run_1/congestion_map.png
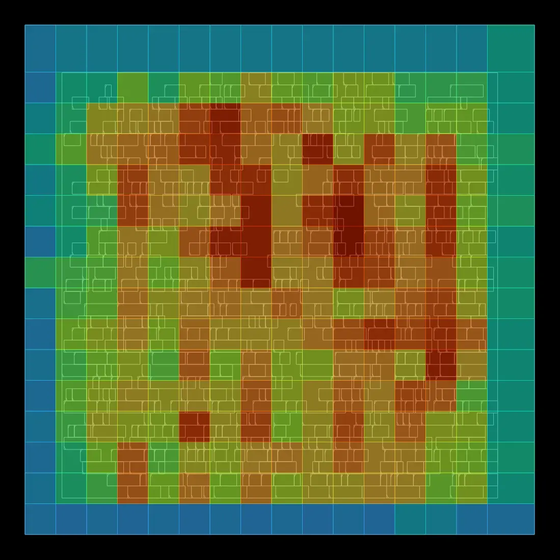
run_1/gates.png
Bar = 20 µm.
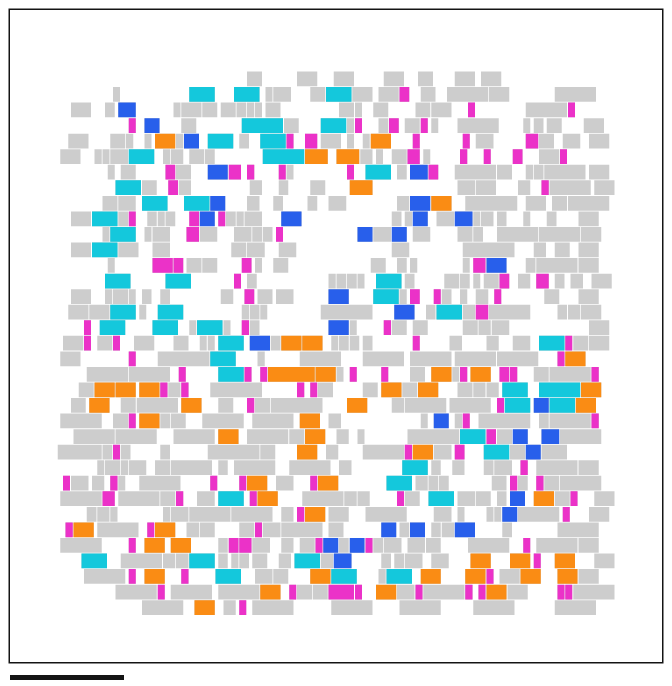
run_1/closeup.png
Bar = 10 µm. Region (66, 9) to (106, 49) µm. Cells in grey, sequential cells in the stronger grey; small squares are vias.
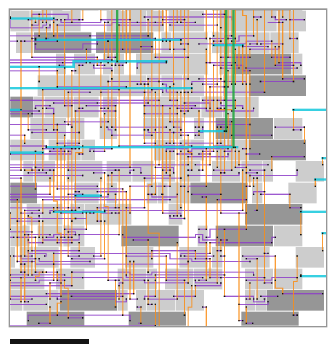
<file path="src/rtl/alu_pkg.sv">
// Shared types for the pipelined ALU: opcode encoding, FSM states and status flags.
package alu_pkg;

  typedef enum logic [2:0] {
    OP_ADD = 3'b000,
    OP_SUB = 3'b001,
    OP_AND = 3'b010,
    OP_OR  = 3'b011,
    OP_XOR = 3'b100,
    OP_SLT = 3'b101,
    OP_SHL = 3'b110,
    OP_MUL = 3'b111
  } alu_op_e;

  typedef enum logic {
    IDLE = 1'b0,
    MUL  = 1'b1
  } alu_state_e;

  typedef struct packed {
    logic n;
    logic z;
    logic c;
    logic v;
  } alu_flags_t;

endpackage

</file>
<file path="src/rtl/alu_mul_seq.sv">
// Radix-2 shift-add unsigned multiplier: loads on start, runs WIDTH iterations.
module alu_mul_seq #(
  parameter int WIDTH = 8
) (
  input  logic                 clk,
  input  logic                 rst,
  input  logic                 start,
  input  logic [WIDTH-1:0]     a,
  input  logic [WIDTH-1:0]     b,
  output logic                 busy,
  output logic                 done,
  output logic [2*WIDTH-1:0]   product
);

  localparam int CW = $clog2(WIDTH) + 1;

  logic                r_busy;
  logic [CW-1:0]       r_cnt;
  logic [2*WIDTH-1:0]  r_acc;
  logic [2*WIDTH-1:0]  r_mcand;
  logic [WIDTH-1:0]    r_mplier;
  logic [2*WIDTH-1:0]  w_acc_next;
  logic                w_last;

  // product is the post-iteration sum so the consumer can capture it on the final edge
  assign w_acc_next = r_acc + (r_mplier[0] ? r_mcand : '0);
  assign w_last     = r_busy && (r_cnt == CW'(WIDTH - 1));

  always_ff @(posedge clk) begin
    if (rst) begin
      r_busy   <= 1'b0;
      r_cnt    <= '0;
      r_acc    <= '0;
      r_mcand  <= '0;
      r_mplier <= '0;
    end else if (start) begin
      r_busy   <= 1'b1;
      r_cnt    <= '0;
      r_acc    <= '0;
      r_mcand  <= {{WIDTH{1'b0}}, a};
      r_mplier <= b;
    end else if (r_busy) begin
      r_acc    <= w_acc_next;
      r_mcand  <= r_mcand << 1;
      r_mplier <= r_mplier >> 1;
      if (w_last) begin
        r_busy <= 1'b0;
        r_cnt  <= '0;
      end else begin
        r_cnt  <= r_cnt + CW'(1);
      end
    end
  end

  assign busy    = r_busy;
  assign done    = w_last;
  assign product = w_acc_next;

endmodule

</file>
<file path="src/rtl/alu_pipe.sv">
// Handshaked ALU with one registered output slot; MUL runs on an iterative sub-unit.
module alu_pipe
  import alu_pkg::*;
#(
  parameter int WIDTH = 8
) (
  input  logic             clk,
  input  logic             rst,
  input  logic [2:0]       op_in,
  input  logic [WIDTH-1:0] a_in,
  input  logic [WIDTH-1:0] b_in,
  input  logic             in_valid,
  output logic             in_ready,
  output logic [WIDTH-1:0] out,
  output logic [WIDTH-1:0] out_hi,
  output logic [3:0]       flags,
  output logic             out_valid,
  input  logic             out_ready
);

  localparam int SW = $clog2(WIDTH);

  alu_state_e         r_state, w_state_next;
  logic               r_out_valid;
  logic [WIDTH-1:0]   r_out, r_out_hi;
  alu_flags_t         r_flags;

  alu_op_e            w_op;
  logic               w_accept, w_mul_start, w_mul_busy, w_mul_done;
  logic               w_load_alu, w_load_mul;
  logic [2*WIDTH-1:0] w_product;
  logic [WIDTH-1:0]   w_res;
  alu_flags_t         w_res_flags, w_mul_flags;
  logic [WIDTH:0]     w_add, w_sub, w_shl;
  logic [SW-1:0]      w_sh;

  assign w_op        = alu_op_e'(op_in);
  assign in_ready    = !rst && (r_state == IDLE) && (!r_out_valid || out_ready);
  assign w_accept    = in_valid && in_ready;
  assign w_mul_start = w_accept && (w_op == OP_MUL);

  assign w_add = {1'b0, a_in} + {1'b0, b_in};
  assign w_sub = {1'b0, a_in} - {1'b0, b_in};
  assign w_sh  = b_in[SW-1:0];
  // the extra top bit catches the last bit shifted out
  assign w_shl = {1'b0, a_in} << w_sh;

  always_comb begin
    w_res       = '0;
    w_res_flags = '0;
    case (w_op)
      OP_ADD: begin
        w_res         = w_add[WIDTH-1:0];
        w_res_flags.c = w_add[WIDTH];
        w_res_flags.v = (a_in[WIDTH-1] == b_in[WIDTH-1]) && (w_add[WIDTH-1] != a_in[WIDTH-1]);
      end
      OP_SUB: begin
        w_res         = w_sub[WIDTH-1:0];
        w_res_flags.c = w_sub[WIDTH];
        w_res_flags.v = (a_in[WIDTH-1] != b_in[WIDTH-1]) && (w_sub[WIDTH-1] != a_in[WIDTH-1]);
      end
      OP_AND: w_res = a_in & b_in;
      OP_OR:  w_res = a_in | b_in;
      OP_XOR: w_res = a_in ^ b_in;
      OP_SLT: w_res = WIDTH'($signed(a_in) < $signed(b_in));
      OP_SHL: begin
        w_res         = w_shl[WIDTH-1:0];
        w_res_flags.c = w_shl[WIDTH];
      end
      default: w_res = '0;
    endcase
    w_res_flags.n = w_res[WIDTH-1];
    w_res_flags.z = (w_res == '0);
  end

  always_comb begin
    w_mul_flags   = '0;
    w_mul_flags.n = w_product[WIDTH-1];
    w_mul_flags.z = (w_product[WIDTH-1:0] == '0);
    w_mul_flags.c = (w_product[2*WIDTH-1:WIDTH] != '0);
  end

  alu_mul_seq #(.WIDTH(WIDTH)) u_mul (
    .clk     (clk),
    .rst     (rst),
    .start   (w_mul_start),
    .a       (a_in),
    .b       (b_in),
    .busy    (w_mul_busy),
    .done    (w_mul_done),
    .product (w_product)
  );

  always_comb begin
    w_state_next = r_state;
    w_load_alu   = 1'b0;
    w_load_mul   = 1'b0;
    case (r_state)
      IDLE: begin
        if (w_accept) begin
          if (w_op == OP_MUL) w_state_next = MUL;
          else                w_load_alu   = 1'b1;
        end
      end
      MUL: begin
        if (w_mul_done) begin
          w_load_mul   = 1'b1;
          w_state_next = IDLE;
        end else if (!w_mul_busy) begin
          w_state_next = IDLE;
        end
      end
      default: w_state_next = IDLE;
    endcase
  end

  always_ff @(posedge clk) begin
    if (rst) r_state <= IDLE;
    else     r_state <= w_state_next;
  end

  always_ff @(posedge clk) begin
    if (rst) begin
      r_out_valid <= 1'b0;
      r_out       <= '0;
      r_out_hi    <= '0;
      r_flags     <= '0;
    end else begin
      if (r_out_valid && out_ready) r_out_valid <= 1'b0;
      if (w_load_alu) begin
        r_out       <= w_res;
        r_out_hi    <= '0;
        r_flags     <= w_res_flags;
        r_out_valid <= 1'b1;
      end else if (w_load_mul) begin
        r_out       <= w_product[WIDTH-1:0];
        r_out_hi    <= w_product[2*WIDTH-1:WIDTH];
        r_flags     <= w_mul_flags;
        r_out_valid <= 1'b1;
      end
    end
  end

  assign out       = r_out;
  assign out_hi    = r_out_hi;
  assign flags     = r_flags;
  assign out_valid = r_out_valid;

endmodule

</file>
<file path="config.mk">
export PLATFORM = sky130hd
export DESIGN_NAME = alu_pipe
export DESIGN_NICKNAME = d
export VERILOG_FILES = /design/src/rtl/alu_pkg.sv /design/src/rtl/alu_mul_seq.sv /design/src/rtl/alu_pipe.sv
export SDC_FILE = /design/constraint.sdc
export NUM_CORES = 1
export LEC_CHECK = 0
export CAP_MARGIN = 20
export CORE_MARGIN = 8
export CORE_UTILIZATION = 50
export CTS_BUF_LIST = sky130_fd_sc_hd__clkbuf_16
export CTS_CLUSTER_DIAMETER = 200
export DETAILED_ROUTE_END_ITERATION = 16
export PLACE_DENSITY = 0.71
export SYNTH_ARGS = -nofsm -noshare
export SYNTH_HDL_FRONTEND = slang
export SYNTH_SLANG_ARGS = --single-unit
</file>
<file path="constraint.sdc">
create_clock -name clk -period 3.85 [get_ports clk]
set_clock_uncertainty 0.15 [all_clocks]
set_input_delay 0.77 -clock clk [delete_from_list [all_inputs] [get_ports clk]]
set_output_delay 0.77 -clock clk [all_outputs]
set_load 0.03 [all_outputs]
</file>
==> GITHUB_STEP_SUMMARY, run 1 <==
### Yosys + OpenROAD results

| Metric | Value |
|---|---|
| Synth top area share | 0.2749 |
| Post_cts resized | 0 |
| Power per cell area | 307.5 nW/µm² |
| Root Buffer | clkbuf_16 |
| Leakage power total | 2.431 nW |
| Initial antenna violation count | 0 |
| Antenna Nets Post-Route | 0 |
| FF-to-FF Start | u_mul.r_mplier[0]$_SDFFE_PP0P_ |
| Max layer used | met4 |
| Fin. Hold Viols | 0 |
| Post-synth EDFFs | 0 |
| Yosys warnings | 0 |
| DRT Wirelength | 14.11 mm |
| Via Count | 4502 |
| Area growth syn-to-layout | 20.48% |
| Die X | 114.1 µm |
| Max capacitance violation total | 0 |
| Post-route cell area | 5792 µm² |
| Mapped Nets | 658 |
| Standard-cell rows | 35 |
| Worst Tran Pin Value | 700.6 ps |
| Core ar. | between 9000 and 10000 µm² |
| Clock tree buffer depth | 2 |
| Sink Count | about 66 |
| CP required | 3870 ps |
| Vias in the first global route | 4405 |
| Setup crit end | flags[1]$_SDFFE_PP0P_ |
| Seq cells post-synth | 66 |
| Synth Flop Type | dfxtp_1 |
| Yosys stat area | roughly 4800 µm² |
| Setup TNS | 0 ps |
| Met1 WL | 6.991 mm |
| Yosys top cell by instances | nor2_1 |
| Clock network power share | 0.411 |
| Worst Hold Class | flop to flop |
| Critical path class | flop to flop |
| Hold_sp | u_mul.r_cnt[3]$_SDFFE_PP0P_ |
| Met3 WL | 926 µm |
| P_comb | 0.000346 W |
| Cts bufs inserted | 9 |
| Synth area leader | dfxtp_1 |
| CTS HTree Levels | 3 |
| GRT overflow | 0 |
| RSZ-0062 raised after global routing | false |
| Area post-placement | 5527 µm² |
| IO Count | around 45 |
| CTS tree | built |
| Hold Buf Count CTS | 0 |
| Cell Area, Synth | a little under 5000 µm² |
| Drt drc | 0 |
| Mean post-synth cell area | 8.161 µm² |
| DIE AREA | 13010 µm² |
| Outcome | complete, no violations |
| Crit start category | flop |
| Fin crit share | 0.9631 |
| DP Wirelength | ~11 mm |
| WHS | 341.6 ps |
| Fillers | around 830 |
| Vias per cell | 5.802 |
| Crit end category | flop |
| # Cells Yosys | 589 |
| Met2 WL | 5.986 mm |
| DRT Pass-1 Iters | 7 |
| Cells after DPL | around 760 |
| Largest regs | u_mul.r_acc: 16 flops, u_mul.r_mcand: 16 flops |
| Slew Viols, Final | 0 |
| Most Used Layer, Global Route | met2 |
| First-pass GRT wire length | ~23 mm |
| Overall power | 0.001781 W |
| Post-CTS setup buffer count | 0 |
| Synth Instances | 589 |
| Seq share, synth | 0.2749 |
| Tool warning count | about 45 |
| Async SR Flop Fraction | 0 |
| Initial Util | 0.5178 |
| Top pwr grp | the clock network |
| Synth area leaders | dfxtp_1 27%, ha_1 11%, mux2i_1 9.8%, nor2_1 6.5%, a211oi_1 4.1% |
| Crit path max fanout | 13 |
| Clock latency on the worst-skew pair | 330 ps |
| Die height | 114.1 µm |
| Top post-synthesis cells by count | 83 x nor2_1, 66 x dfxtp_1, 47 x mux2i_1 |
| Relative slew slack | 0.5329 |
| Worst setup path start | u_mul.r_mplier[0]$_SDFFE_PP0P_ |
| Ant. Diodes | 0 |
| Clk slew on worst S/H paths | 60 ps |
| Hold depth | 2 |
| FMAX | 269.7 MHz |
## Picture notes: congestion_map.png
Routed wire per std cell: 18.19 µm
global-route total usage across every layer: 0.2210
GR Util met2: 0.3316
met3 usage: 0.04747
M1 GR Usage: 0.3087

## Picture notes: gates.png
[magenta] nor cells | cells: 111 | most used: nor2_1 | where: widely spread
[orange] mux cells | cells: 51 | most used: mux2i_1
[blue] non-inverting ao/oa cells | cells: 31 | most used: a21o_1
[cyan] fa/ha/maj cells | cells: 46 | most used: ha_1
Final Non-Filler Cells: 776
Top cell excl fill/tap: nor2_1

## Picture notes: closeup.png
[orange] M2
[green] M4
[cyan] M3
[purple] M1
sequential cells in the window: 15
cells with their middle in the window: 121
most frequent: nor2_1 (18), dfxtp_1 (15), mux2i_1 (14)
netlist names of flops here include: out_hi (8), u_mul.r_acc (6)

## run 1: per-stage QoR
| stage | setup WS (ps) | utilization |
|---|---|---|
| final | 142.1 | 0.6239 |
| after CTS | 202.3 | 0.6233 |
| after global routing | 70.68 | 0.6239 |
| after floorplan | 616.1 | - |
| after detailed placement | 89.24 | 0.5953 |
| after global placement | 155.0 | 0.5953 |
## run 1: worst max-delay path, stage by stage (launching register included)
cell and delay [ps]:
dfxtp_1 440, buf_4 220, and2_1 160, ha_1 260
or4_1 550, a21o_1 180, a41o_1 240, a21oi_2 150
xnor2_1 140, or4b_1 570, nor4_2 360, a311oi_1 150
## run 1: placed cells by master (no fill, tap or decap), drive strengths merged, types with 5 or more instances in the layout
cell type and n:
and2 18, clkbuf 9, a221oi 5, dfxtp 66
o21a 6, mux2i 47, a211oi 26, ha 43
clkinv 5, a22oi 7, a21oi 33, clkdlybuf4s50 44
o21ai 22, inv 29, xnor2 9, nand3 6
nor3 16, nor2 83, a32oi 5, nand2b 5
nand2 35, a21o 11, xor2 8, or3 7
nor2b 9, buf 33
## run 1: cell families after synthesis
| family | Yosys count | synth area share |
|---|---|---|
| buffers and inverters | 63 | 0.04997 |
| DFF | 66 | 0.2749 |
| AOI/OAI and AO/OA | 151 | 0.2192 |
| and+or+nand+nor | 195 | 0.1910 |
| xor gates and xnor gates | 17 | 0.03097 |
| adders and majority gates | 46 | 0.1244 |
| muxes | 51 | 0.1096 |
## run 1: cell type report
type,count,area [µm²],share of cell area
multi-input cells,460,3251,0.5612
flip-flops and latches,66,1323,0.2283
repair buffers,77,688.2,0.1188
clock buffers,9,225.2,0.03889
well taps,129,161.4,0.02787
inverters,29,108.9,0.01879
clock inverters,6,35.03,0.006049
==> run 1 -> run 2 <==
CORE_UTILIZATION = 58   (was 50)
MAX_ROUTING_LAYER = met4   (was unset)
PLACE_DENSITY = 0.81   (was 0.71)
REMOVE_ABC_BUFFERS = 1   (was unset)
==> GITHUB_STEP_SUMMARY, run 2 <==
### Yosys + OpenROAD results

| Metric | Value |
|---|---|
| Post-CTS setup buffer count | 0 (unchanged) |
| Sink Count | 66 (unchanged) |
| P_comb | 0.000332 W (-4%) |
| Worst Tran Pin Value | 748.8 ps (+48.13 ps) |
| Yosys stat area | 4807 µm² (unchanged) |
| GP Congestion | 0.9529 |
| Seq cells post-synth | 66 (unchanged) |
| Met3 usage | 0.03959 (-0.007876) |
| Post_cts resized | 0 (unchanged) |
| CP required | 3890 ps (+20 ps) |
| Worst Slack Setup Final | 226.8 ps (+84.69 ps) |
| Met3 WL | 618 µm (-33%) |
| IO Count | 45 (unchanged) |
| Synth Instances | 589 (unchanged) |
| Die X | 107.0 µm (-6.1%) |
| Cell Area, Synth | 4807 µm² (unchanged) |
| Hold Buf Count CTS | 0 (unchanged) |
| Most frequent logic cells in the routed design | 83 x nor2_1, 65 x dfxtp_1, 47 x mux2i_1 |
| Max layer used | met4 |
| Synth top area share | 0.2749 (unchanged) |
| Drt drc | 0 (unchanged) |
| Worst Hold Class | flop to flop |
| Fillers | 643 (-22%) |
| Reg2reg end | flags[1]$_SDFFE_PP0P_ |
| Top cell excl fill/tap | nor2_1 |
| Async SR Flop Fraction | 0 (unchanged) |
| Clock network power share | 0.444 (+0.033) |
| Critical path class | flop to flop |
| Root Buffer | clkbuf_16 |
| Met1 WL | 6.270 mm (-10%) |
| Setup TNS | 0 ps (unchanged) |
| CTS tree | built |
| Core ar. | 8134 µm² (-12%) |
| Leakage power total | 2.406 nW (-1.0%) |
| Outcome | complete, no violations |
| Max capacitance violation total | 0 (unchanged) |
| Synth area leaders | dfxtp_1 27%, ha_1 11%, mux2i_1 9.8%, nor2_1 6.5%, a211oi_1 4.1% |
| Fin crit share | 0.9411 (-0.02200) |
| Seq share, synth | 0.2749 (unchanged) |
| Overall power | 0.001863 W (+4.6%) |
| Dpl ws | 186.2 ps (+96.92 ps) |
| Power per cell area | 325.1 nW/µm² (+5.7%) |
| Hold depth | 2 (unchanged) |
| Most Used Layer, Global Route | met2 |
| Synth area leader | dfxtp_1 |
| Top post-synthesis cells by count | 83 x nor2_1, 66 x dfxtp_1, 47 x mux2i_1 |
| Slew Viols, Final | 0 (unchanged) |
| Cts bufs inserted | 9 (unchanged) |
| Clk slew on worst S/H paths | 60 ps (about the same) |
| Initial Util | 0.5910 (+0.07320) |
| Post-synth EDFFs | 0 (unchanged) |
| GRT overflow | 0 (unchanged) |
| Ant. Diodes | 0 (unchanged) |
| Tool warning count | 44 (-2.2%) |
| DRT Pass-1 Iters | 5 (-2) |
| Die height | 107.0 µm (-6.1%) |
| Initial antenna violation count | 0 (unchanged) |
| Clock tree buffer depth | 2 (unchanged) |
| Yosys top cell by instances | nor2_1 |
| DIE AREA | 11460 µm² (-12%) |
| Vias in the first global route | 4377 (-0.64%) |
| Antenna Nets Post-Route | 0 (unchanged) |
| FMAX | 276.0 MHz (+2.3%) |
| DP Wirelength | 10.20 mm (-7.2%) |
| Vias per cell | 6.107 (+5.3%) |
| Standard-cell rows | 33 (-5.7%) |
| Largest regs | u_mul.r_acc: 16 flops, u_mul.r_mcand: 16 flops |
| Crit start category | flop |
| Yosys warnings | 0 (unchanged) |
| I/O Buffers | 44 |
| Area growth syn-to-layout | 19.21% |
| Top pwr grp | the clock network |
| Fin. Hold Viols | 0 (unchanged) |
| CTS HTree Levels | 3 (unchanged) |
| Met2 WL | 6.527 mm (+9.0%) |
| Crit path max fanout | 17 (+4) |
| Mean post-synth cell area | 8.161 µm² (unchanged) |
## run 2: cell counts after synthesis
No cell type changed its count.
## run 2: cell type report
type / count / area, µm² / area share
clock buffer: 9 / 225.2 / 0.03930
clock inverter: 7 / 68.82 / 0.01201
inverter: 29 / 108.9 / 0.01900
multi-input combinational: 460 / 3246 / 0.5664
sequential: 66 / 1323 / 0.2308
tap: 105 / 131.4 / 0.02293
timing repair buffer: 69 / 628.1 / 0.1096
## run 2: worst max-delay path: stages, from the launching register on
cell      delay [ps]
dfxtp_1          500
and2_1           270
ha_1             210
fa_1             440
a211oi_1         330
o21a_1           220
o21a_1           180
nor2_1            70
xnor2_1          260
or4b_1           510
nor4_2           220
a311oi_1         130
## run 2: cell families after synthesis
logic type | count (synthesis) | synth area share
adders and majority gates | 46 | 0.1244
xor gates and xnor gates | 17 | 0.03097
DFF | 66 | 0.2749
muxes | 51 | 0.1096
AOI/OAI and AO/OA | 151 | 0.2192
and+or+nand+nor | 195 | 0.1910
buffers and inverters | 63 | 0.04997
## run 2: stage by stage
stage,instances,area (µm²)
after floorplan,555,4676
after global placement,729,5436
after detailed placement,729,5436
after CTS,745,5731
after global routing,745,5731
final,745,5731
## run 2: worst max path at each step
stage                                   startpoint                    end  slack, ps
floorplan                    u_mul.busy$_SDFF_PP0_  flags[1]$_SDFFE_PP0P_        480
global placement                           a_in[0]    out[6]$_SDFFE_PP0P_        220
detailed placement                         a_in[0]    out[6]$_SDFFE_PP0P_        190
CTS                 u_mul.r_mplier[0]$_SDFFE_PP0P_  flags[1]$_SDFFE_PP0P_        290
global route        u_mul.r_mplier[0]$_SDFFE_PP0P_  flags[1]$_SDFFE_PP0P_         50
finish              u_mul.r_mplier[0]$_SDFFE_PP0P_  flags[1]$_SDFFE_PP0P_        230
run_2/congestion_map.png
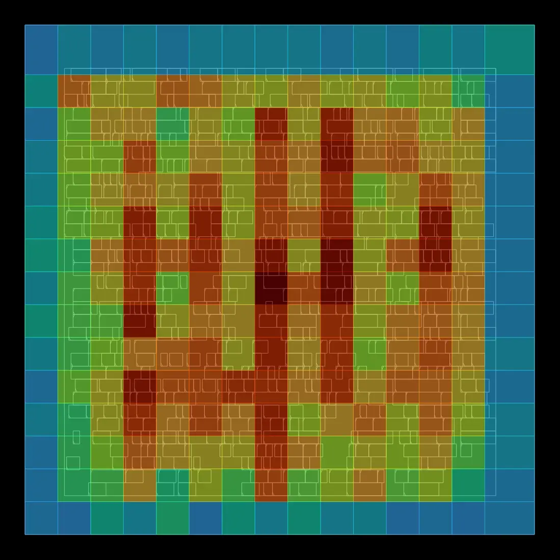
M1 GR Usage: 0.3009
final core utilization: 0.7045
global-route total usage across every layer: 0.2446
Routed wire per std cell: 18.38 µm
GR Util met2: 0.3963

run_2/closeup.png
Bar = 10 µm. Region (60, 7) to (100, 47) µm. Cells in grey, sequential cells in the stronger grey; small squares are vias.
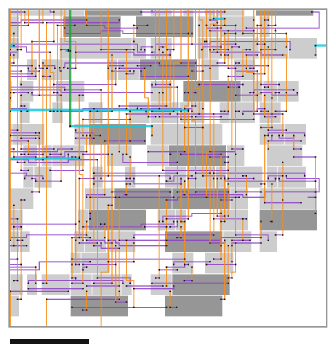
[cyan] M3
[green] M4
[orange] M2
[purple] M1
cells with their middle in the window: 95
most frequent: nor2_1 (16), dfxtp_1 (14), mux2i_1 (10)
sequential cells in the window: 14
netlist names of flops here include: u_mul.r_mcand (5), out (4), u_mul.r_acc (3)

run_2/m1.png
Bar = 20 µm. Supply wires on this layer in grey.
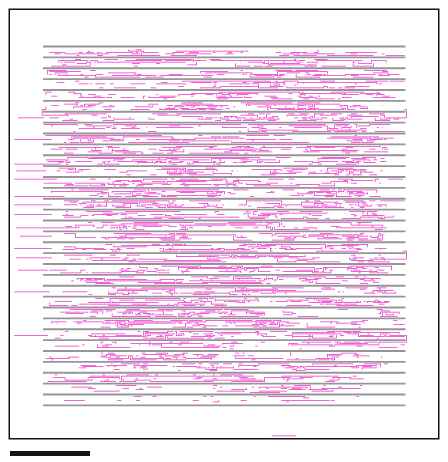
wire length on this layer: 6270 µm
longest straight run: 42.3 µm
share of all routed wire: 46%
main direction: horizontal
nets with wire on the layer: 658
Via Count: 4550
DRT Wirelength: 13.69 mm

==> run 2 -> run 3 <==
CORE_UTILIZATION = 60   (was 58)
CTS_CLUSTER_DIAMETER = 40   (was 200)
PLACE_DENSITY = 0.83   (was 0.81)
clock period = 4.3 ns   (was 3.85 ns; I/O delays follow)
==> GITHUB_STEP_SUMMARY, run 3 <==
### Yosys + OpenROAD results

| Metric | Value |
|---|---|
| Cells on worst reg2reg path | 11 |
| Max capacitance violation total | 0 (unchanged) |
| Cts bufs inserted | 9 (unchanged) |
| Root Buffer | clkbuf_16 |
| GRT overflow | 0 (unchanged) |
| Die X | 105.5 µm (-1.4%) |
| CP required | 4420 ps (+530 ps) |
| Post-CTS setup buffer count | 0 (unchanged) |
| Top post-synthesis cells by count | 83 x nor2_1, 66 x dfxtp_1, 47 x mux2i_1 |
| Crit-path max cell delay | 680 ps (+170 ps) |
| DP Wirelength | 9.843 mm (-3.5%) |
| Worst Tran Pin Value | 877.6 ps (+128.8 ps) |
| Slew Viols, Final | 0 (unchanged) |
| Setup crit end | flags[2]$_SDFFE_PP0P_ |
| Ant. Diodes | 0 (unchanged) |
| Outcome | complete, no violations |
| Yosys stat area | 4807 µm² (unchanged) |
| Antenna Nets Post-Route | 0 (unchanged) |
| IO Count | 45 (unchanged) |
| Seq share, synth | 0.2749 (unchanged) |
| Crit path max fanout | 8 (-9) |
| Synth Instances | 589 (unchanged) |
| Leakage power total | 2.372 nW (-1.4%) |
| Die height | 105.5 µm (-1.4%) |
| Seq cells post-synth | 66 (unchanged) |
| Routed wire per std cell | 18.44 µm (+0.33%) |
| Post-synth EDFFs | 0 (unchanged) |
| FMAX | 270.6 MHz |
| Hold Buf Count CTS | 0 (unchanged) |
| Synth area leader | dfxtp_1 |
| Most frequent logic cells in the routed design | 83 x nor2_1, 65 x dfxtp_1, 47 x mux2i_1 |
| Fin. Hold Viols | 0 (unchanged) |
| Synth top area share | 0.2749 (unchanged) |
| Yosys warnings | 0 (unchanged) |
| Initial drt markers | 364 |
| Power per cell area | 306.4 nW/µm² (-5.7%) |
| Fillers | 616 (-4.2%) |
| Clock tree buffer depth | 2 (unchanged) |
| Initial antenna violation count | 0 (unchanged) |
| Vias in the first global route | 4434 (+1.3%) |
| Vias per cell | 6.179 (+1.2%) |
| Clk slew on worst S/H paths | 60 ps (about the same) |
| CTS HTree Levels | 3 (unchanged) |
| Worst setup path start | a_in[1] |
| Core ar. | 7727 µm² (-5.0%) |
| Initial Util | 0.6221 (+0.03110) |
| Slowest CP cell | clkdlybuf4s50_1 |
| Area growth syn-to-layout | 18.22% |
| Yosys top cell by instances | nor2_1 |
| DRT Pass-1 Iters | 5 (unchanged) |
| Async SR Flop Fraction | 0 (unchanged) |
| Setup TNS | 0 ps (unchanged) |
| Critical path class | primary input to flop |
| Fin crit share | 0.8594 |
| Sink Count | 66 (unchanged) |
| CTS tree | built |
| Tool warning count | 44 (unchanged) |
| Mean post-synth cell area | 8.161 µm² (unchanged) |
| Standard-cell rows | 32 (-3.0%) |
| Cell Area, Synth | 4807 µm² (unchanged) |
| Crit-path cells | clkdlybuf4s50_1, inv_1, ha_1, o21bai_1, a221oi_1, a221oi_1, mux2i_1, xor2_1, a21o_1, or3_1, o21ai_1 |
| First-pass GRT wire length | 22.16 mm |
| Top cell excl fill/tap | nor2_1 |
| Hold depth | 2 (unchanged) |
| Crit start category | primary input |
| GP Congestion | 0.9845 (+3.3%) |
| Reg2reg end | flags[1]$_SDFFE_PP0P_ |
==> run 3: cell counts after synthesis <==
Identical to the previous run, type by type.
==> run 3: power breakdown <==
part,total (W),switching [W],internal [W]
sequential,0.000631,0.00000855,0.000622
combinational,0.000292,0.000172,0.000120
clock,0.000819,0.000306,0.000513
==> run 3: routing by layer <==
metal | global-route usage | vias up | share of wire
met5 | - | - | 0
met4 | 0.06734 | 0 | 0.013
met3 | 0.06151 | 21 | 0.075
met2 | 0.3988 | 181 | 0.47
met1 | 0.3095 | 2138 | 0.45
li1 | - | 2183 | -
==> run 3: final cells by class <==
type                       instances  area [µm²]  share of cell area
clock buffer                       9       225.2             0.03963
clock inverter                     7       100.1             0.01761
inverter                          29       108.9             0.01915
multi-input combinational        460        3246              0.5711
sequential                        66        1323              0.2327
tap                              102       127.6             0.02246
timing repair buffer              59       553.0             0.09731
==> run 3: worst max-delay path: cells and delay by family <==
kind	cells	cell delay (ps)
AND/OR/NAND/NOR	1	360
AND-OR/OR-AND	5	1150
adder cells (fa/ha/maj)	1	330
multiplexers	1	170
buffers and inverters	2	760
XOR/XNOR	1	170
==> run 3: kinds of logic after synthesis <==
family | after synthesis | synth area share
multiplexers | 51 | 0.1096
AND-OR/OR-AND | 151 | 0.2192
buffers and inverters | 63 | 0.04997
flip-flops | 66 | 0.2749
XOR/XNOR | 17 | 0.03097
adder cells (fa/ha/maj) | 46 | 0.1244
AND/OR/NAND/NOR | 195 | 0.1910
==> run 3: metrics by stage <==
step	setup WS [ps]	area [µm²]	util	hold slack, ps	cells
after global routing	393.8	5683	0.7354	353.2	732
after floorplan	931.2	4676	-	295.3	555
after CTS	642.7	5683	0.7354	333.9	732
after global placement	377.9	5358	0.6933	306.3	716
after detailed placement	290.8	5358	0.6933	324.3	716
final	604.6	5683	0.7354	328.5	732
run_3/closeup.png
Bar = 10 µm. Region (59, 6) to (99, 46) µm. Cells in grey, sequential cells in the stronger grey; small squares are vias.
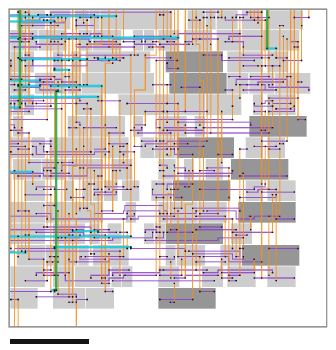
[purple] M1
[cyan] M3
[green] M4
[orange] M2
netlist names of flops here include: u_mul.r_mcand (5), u_mul.r_acc (3), u_mul.r_mplier (2)
sequential cells in the window: 10
most frequent: nor2_1 (17), mux2i_1 (13)
cells with their middle in the window: 115

run_3/m3.png
Bar = 20 µm.
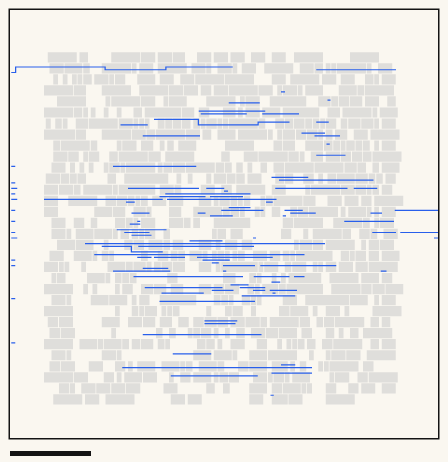
nets with wire on the layer: 80
longest straight run: 58.9 µm
wire length on this layer: 1010 µm
share of all routed wire: 7.5%
DRT Wirelength: 13.50 mm
met3 usage: 0.06151
Via Count: 4523

run_3/gates.png
Bar = 20 µm.
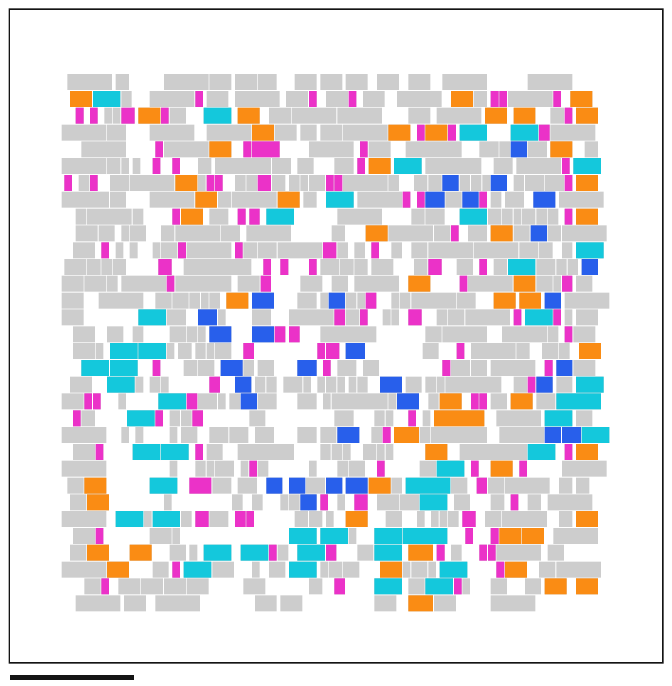
[magenta] nor cells | cells: 111 | most used: nor2_1 | where: widely spread
[blue] non-inverting ao/oa cells | cells: 31 | most used: a21o_1
[cyan] fa/ha/maj cells | cells: 46 | most used: ha_1 | where: widely spread
[orange] mux cells | cells: 51 | most used: mux2i_1 | where: widely spread
Final Non-Filler Cells: 732
Comb area share: 0.5711

Power is estimated from default activity; no workload was simulated.
